[src/rtl/clk_div_pkg.sv]
// Shared types, constants and helpers for the programmable clock-divider bank.
package clk_div_pkg;

  localparam int DEF_DIV_WIDTH = 16;
  localparam int DIV_OFF_MAX   = 1;

  typedef logic [DEF_DIV_WIDTH-1:0] div_t;

  // Number of low cycles in one output period of ratio n.
  function automatic logic [31:0] div_low_len(input logic [31:0] n);
    return n >> 1;
  endfunction

endpackage

[src/rtl/clk_div_channel.sv]
// One divider channel: live ratio, shadow ratio with pending flag, period counter
// and registered div_o/tick_o derived from the next-state counter.
module clk_div_channel
  import clk_div_pkg::*;
#(
  parameter int DIV_WIDTH   = DEF_DIV_WIDTH,
  parameter int DEFAULT_DIV = 2
) (
  input  logic                 clk,
  input  logic                 rst,
  input  logic                 wr_en,
  input  logic [DIV_WIDTH-1:0] wr_div,
  input  logic                 sync,
  output logic                 pend,
  output logic                 div_o,
  output logic                 tick_o,
  output logic                 active
);

  localparam logic [DIV_WIDTH-1:0] DIV_RST = DIV_WIDTH'(DEFAULT_DIV);
  localparam logic [DIV_WIDTH-1:0] OFF_MAX = DIV_WIDTH'(DIV_OFF_MAX);

  logic [DIV_WIDTH-1:0] cnt_reg;
  logic [DIV_WIDTH-1:0] cnt_next;
  logic [DIV_WIDTH-1:0] div_reg;
  logic [DIV_WIDTH-1:0] div_next;
  logic [DIV_WIDTH-1:0] nxt_reg;
  logic [DIV_WIDTH-1:0] half_next;
  logic                 pend_reg;
  logic                 pend_next;
  logic                 div_o_reg;
  logic                 tick_o_reg;
  logic                 off;
  logic                 wrap;
  logic                 apply;
  logic                 on_next;

  always_comb begin
    off       = (div_reg <= OFF_MAX);
    wrap      = !off && (cnt_reg == div_reg - 1'b1);
    // A pending ratio only lands on a period boundary (or on sync / while off),
    // so the period in flight is never truncated or stretched.
    apply     = pend_reg && (wrap || off || sync);
    cnt_next  = (sync || off || wrap) ? '0 : cnt_reg + 1'b1;
    div_next  = apply ? nxt_reg : div_reg;
    on_next   = (div_next > OFF_MAX);
    half_next = DIV_WIDTH'(div_low_len(32'(div_next)));
    pend_next = apply ? 1'b0 : (pend_reg || wr_en);
  end

  always_ff @(posedge clk or posedge rst) begin
    if (rst) begin
      cnt_reg    <= '0;
      div_reg    <= DIV_RST;
      nxt_reg    <= DIV_RST;
      pend_reg   <= 1'b0;
      div_o_reg  <= 1'b0;
      tick_o_reg <= 1'b0;
    end else begin
      cnt_reg  <= cnt_next;
      div_reg  <= div_next;
      pend_reg <= pend_next;
      if (wr_en && !pend_reg) begin
        nxt_reg <= wr_div;
      end
      // Outputs follow the counter value that holds during the next cycle.
      div_o_reg  <= on_next && (cnt_next >= half_next);
      tick_o_reg <= on_next && !sync && (cnt_next == div_next - 1'b1);
    end
  end

  assign pend   = pend_reg;
  assign div_o  = div_o_reg;
  assign tick_o = tick_o_reg;
  assign active = (div_reg > OFF_MAX);

endmodule

[src/rtl/clk_div_bank.sv]
// Bank of independent runtime-programmable clock dividers sharing one clock,
// with a valid/ready ratio-write port and a common re-phase pulse.
module clk_div_bank
  import clk_div_pkg::*;
#(
  parameter int NUM_CH      = 4,
  parameter int DIV_WIDTH   = DEF_DIV_WIDTH,
  parameter int DEFAULT_DIV = 2,
  localparam int CH_W       = (NUM_CH > 1) ? $clog2(NUM_CH) : 1
) (
  input  logic                 clk_ref,
  input  logic                 sys_rst_i,
  input  logic                 cfg_valid_i,
  output logic                 cfg_ready_o,
  input  logic [CH_W-1:0]      cfg_ch_i,
  input  logic [DIV_WIDTH-1:0] cfg_div_i,
  input  logic                 sync_i,
  output logic [NUM_CH-1:0]    div_o,
  output logic [NUM_CH-1:0]    tick_o,
  output logic [NUM_CH-1:0]    active_o
);

  logic [1:0]        rst_sync_reg;
  logic              core_rst;
  logic [NUM_CH-1:0] pend;
  logic [NUM_CH-1:0] wr_en;

  // Reset asserts immediately and releases two clk_ref edges after sys_rst_i drops.
  always_ff @(posedge clk_ref or posedge sys_rst_i) begin
    if (sys_rst_i) begin
      rst_sync_reg <= 2'b11;
    end else begin
      rst_sync_reg <= {rst_sync_reg[0], 1'b0};
    end
  end

  assign core_rst = rst_sync_reg[1];

  // Unmapped channel numbers report ready so the write is simply dropped.
  always_comb begin
    cfg_ready_o = 1'b1;
    for (int i = 0; i < NUM_CH; i++) begin
      if ({1'b0, cfg_ch_i} == (CH_W + 1)'(i)) begin
        cfg_ready_o = !pend[i];
      end
    end
  end

  generate
    for (genvar gi = 0; gi < NUM_CH; gi++) begin : g_ch
      assign wr_en[gi] = cfg_valid_i && cfg_ready_o &&
                         ({1'b0, cfg_ch_i} == (CH_W + 1)'(gi));

      clk_div_channel #(
        .DIV_WIDTH   (DIV_WIDTH),
        .DEFAULT_DIV (DEFAULT_DIV)
      ) u_ch (
        .clk    (clk_ref),
        .rst    (core_rst),
        .wr_en  (wr_en[gi]),
        .wr_div (cfg_div_i),
        .sync   (sync_i),
        .pend   (pend[gi]),
        .div_o  (div_o[gi]),
        .tick_o (tick_o[gi]),
        .active (active_o[gi])
      );
    end
  endgenerate

endmodule

[config.mk]
export PLATFORM = sky130hd
export DESIGN_NAME = clk_div_bank
export DESIGN_NICKNAME = d
export VERILOG_FILES = /design/src/rtl/clk_div_pkg.sv /design/src/rtl/clk_div_channel.sv /design/src/rtl/clk_div_bank.sv
export SDC_FILE = /design/constraint.sdc
export NUM_CORES = 1
export LEC_CHECK = 0
export CORE_MARGIN = 5
export CORE_UTILIZATION = 35
export CTS_CLUSTER_DIAMETER = 60
export DETAILED_ROUTE_END_ITERATION = 8
export GPL_TIMING_DRIVEN = 0
export PLACE_DENSITY_LB_ADDON = 0.08
export SETUP_SLACK_MARGIN = 0.5
export SLEW_MARGIN = 20
export SYNTH_ARGS = -nofsm -noshare
export SYNTH_HDL_FRONTEND = slang
export SYNTH_HIERARCHICAL = 1
export SYNTH_SLANG_ARGS = --single-unit
[constraint.sdc]
create_clock -name clk_ref -period 2 [get_ports clk_ref]
set_input_delay 0.5 -clock clk_ref [delete_from_list [all_inputs] [get_ports clk_ref]]
set_output_delay 0.5 -clock clk_ref [all_outputs]
set_load 0.02 [all_outputs]
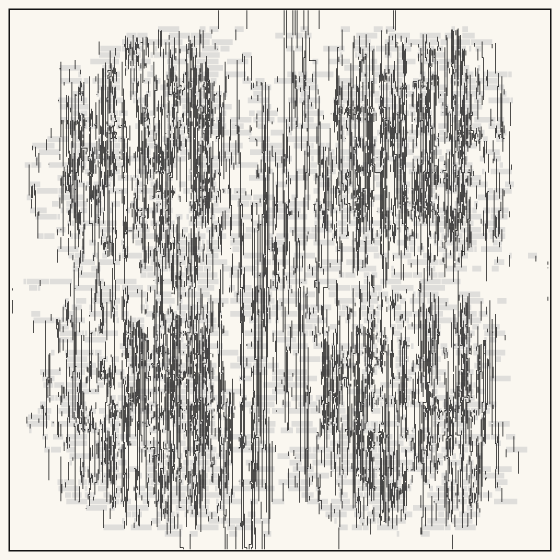
(metal 2)
Cells faint in the background.
The wires run mostly vertical. The layer carries 28.1 mm of wire. 1949 nets have wire on it. The layer holds 47% of the routed length. The longest straight run is 103 um.
routed via count: 15500
overall routed net length: 59.5 mm
M2 GR Usage: 0.357

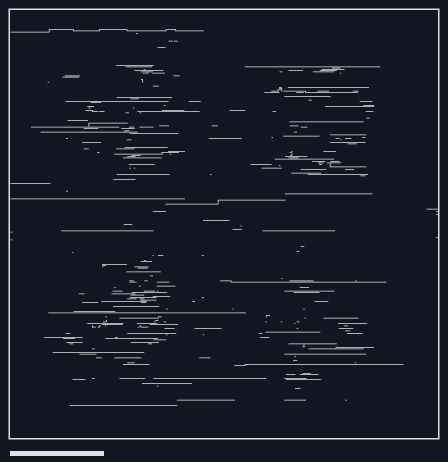
(metal 3)
The bar under the picture is 50 um long.
The longest straight run is 104 um. The layer carries 3110 um of wire. The layer holds 5.2% of the routed length.

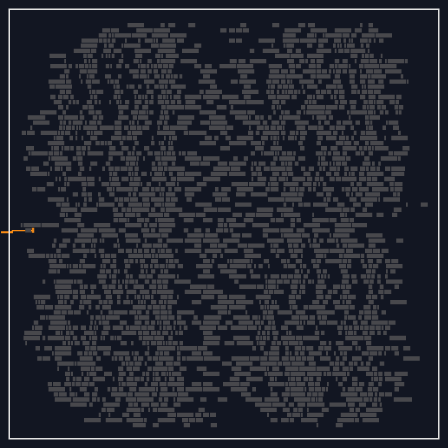
(port wiring)
Orange shows sys_rst_i, direction input, end cells 1, buffers 1, wire 9.10 um.

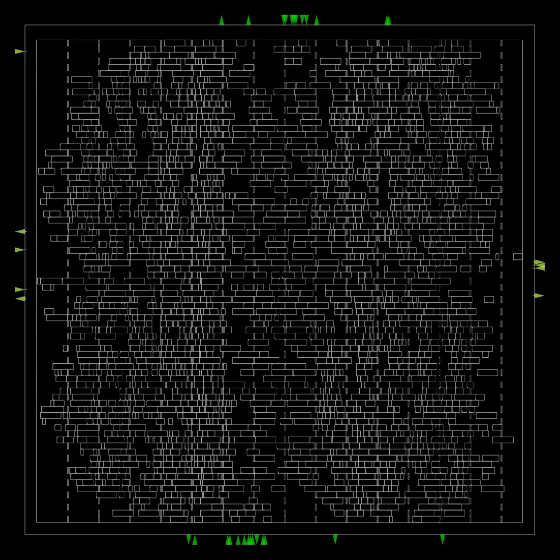
(placement view)
number of placement rows: 79
tap cell count: 607
Core Region: 46600 um2
Seq Cell Count: 206
final non-filler cell total: 2776

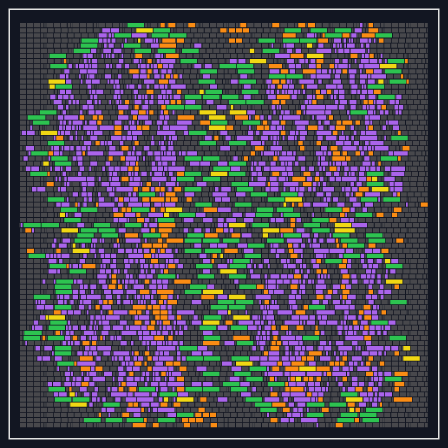
(cell classes on the final placement)
Fill, decap, tap and diode cells in grey.
Green shows flops, cells 206. Orange shows other buffers and delay cells, cells 386. Purple shows all other logic, cells 1520. Yellow shows clock drivers and dummy loads, cells 56.

[cells by family after synthesis]
group | synth area share
compound gates | 0.144
xor+xnor | 0.106
fa+ha+maj | 0.0607
buf+inv | 0.0553
flops | 0.314
mux | 0.0860
other cells | 0.000228
simple gates | 0.234
[cell type report]
cell class | count | area, um2
buffer | 91 | 1040
multi-input combinational | 1399 | 12800
antenna | 1 | 2.50
tap | 607 | 759
clock buffer | 32 | 779
clock inverter | 24 | 228
fill | 4114 | 22400
timing repair buffer | 295 | 2890
sequential | 206 | 5190
inverter | 121 | 485
==> flow_summary.html <==
<p>Metrics extracted from the flow reports.</p>
<table>
<tr><th>Metric</th><th>Value</th></tr>
<tr><th colspan="2">Finish</th></tr>
<tr><td>Area added between synthesis and finish</td><td>46.7%</td></tr>
<tr><td>Top logic cells by instance count in the layout</td><td>180 x sky130_fd_sc_hd__dfrtp_1, 164 x sky130_fd_sc_hd__buf_4, 102 x sky130_fd_sc_hd__buf_6, 98 x sky130_fd_sc_hd__nor2_1, 92 x sky130_fd_sc_hd__xnor2_1</td></tr>
<tr><th colspan="2">Clocking</th></tr>
<tr><td>Number of cells upsized or downsized after cts</td><td>278</td></tr>
<tr><td>Total clock buffers created by CTS</td><td>30</td></tr>
<tr><td>Bufs on Longest Clock Path</td><td>3</td></tr>
<tr><td>Hold Buf Count CTS</td><td>0</td></tr>
<tr><td>Post-CTS Setup Repair Bufs</td><td>106</td></tr>
<tr><th colspan="2">Global routing</th></tr>
<tr><td>Vias in the first global route</td><td>~15000</td></tr>
<tr><td>Maximum number of pins on one net before global-route repair</td><td>52</td></tr>
<tr><td>All-Layer GR Usage</td><td>0.220</td></tr>
<tr><td>Met1 track demand over resource in global routing</td><td>0.309</td></tr>
<tr><th colspan="2">Final timing</th></tr>
<tr><td>Endpoints failing setup</td><td>between 100 and 150</td></tr>
<tr><td>Smallest setup slack after layout</td><td>-3.25 ns</td></tr>
<tr><td>Actual slew at the worst max-slew pin</td><td>1.01 ns</td></tr>
<tr><td>Final-report hold violation count</td><td>0</td></tr>
<tr><th colspan="2">Logic synthesis</th></tr>
<tr><td>Area fraction of the dominant cell type after synthesis</td><td>0.298</td></tr>
<tr><td>Post-synth design cell area</td><td>16500 um2</td></tr>
<tr><td>Total cell area reported by yosys after synthesis</td><td>around 16000 um2</td></tr>
<tr><td>Top cell type by instance count after synthesis</td><td>sky130_fd_sc_hd__dfrtp_1</td></tr>
<tr><td>Flip-flops with a built-in enable</td><td>0</td></tr>
<tr><td>Commonest register cell after synthesis</td><td>sky130_fd_sc_hd__dfrtp_1</td></tr>
<tr><td>Number of register bits inferred by synthesis</td><td>206</td></tr>
<tr><td>Top post-synthesis cells by count</td><td>196 x sky130_fd_sc_hd__dfrtp_1, 172 x sky130_fd_sc_hd__nor2_1, 120 x sky130_fd_sc_hd__inv_1, 97 x sky130_fd_sc_hd__xnor2_1, 87 x sky130_fd_sc_hd__xor2_1</td></tr>
<tr><th colspan="2">Place</th></tr>
<tr><td>Final HPWL from detailed placement</td><td>42.4 mm</td></tr>
<tr><td>Global placer's final weighted congestion</td><td>slightly below 0.9</td></tr>
<tr><th colspan="2">Pwr</th></tr>
<tr><td>Comb. pwr</td><td>~0.018 W</td></tr>
<tr><td>Power group with the largest share</td><td>combinational cells</td></tr>
<tr><th colspan="2">Floorplanning</th></tr>
<tr><td>IO Pins</td><td>35</td></tr>
<tr><td>DIE WIDTH</td><td>roughly 230 um</td></tr>
<tr><td>Chip Area</td><td>just over 50000 um2</td></tr>
<tr><th colspan="2">Routing</th></tr>
<tr><td>Met3 WL</td><td>3.11 mm</td></tr>
<tr><td>Pre-antenna DRT Iters</td><td>5</td></tr>
<tr><td>Metal2 WL</td><td>28.1 mm</td></tr>
<tr><th colspan="2">Setup path</th></tr>
<tr><td>Data required time at the worst endpoint</td><td>around 2.5 ns</td></tr>
<tr><td>Slowest cell on the critical path</td><td>sky130_fd_sc_hd__or4_4</td></tr>
<tr><td>CP Launch Type</td><td>flip-flop</td></tr>
<tr><td>Crit-path leading delay family</td><td>AND-OR/OR-AND gates</td></tr>
<tr><td>Capturing point of the worst reg2reg path</td><td>g_ch[1].u_ch/div_o</td></tr>
<tr><th colspan="2">Run status</th></tr>
<tr><td>Violated checks</td><td>setup timing</td></tr>
<tr><td>Run status</td><td>finished, violations left</td></tr>
</table>
Power and IR drop assume default switching activity.
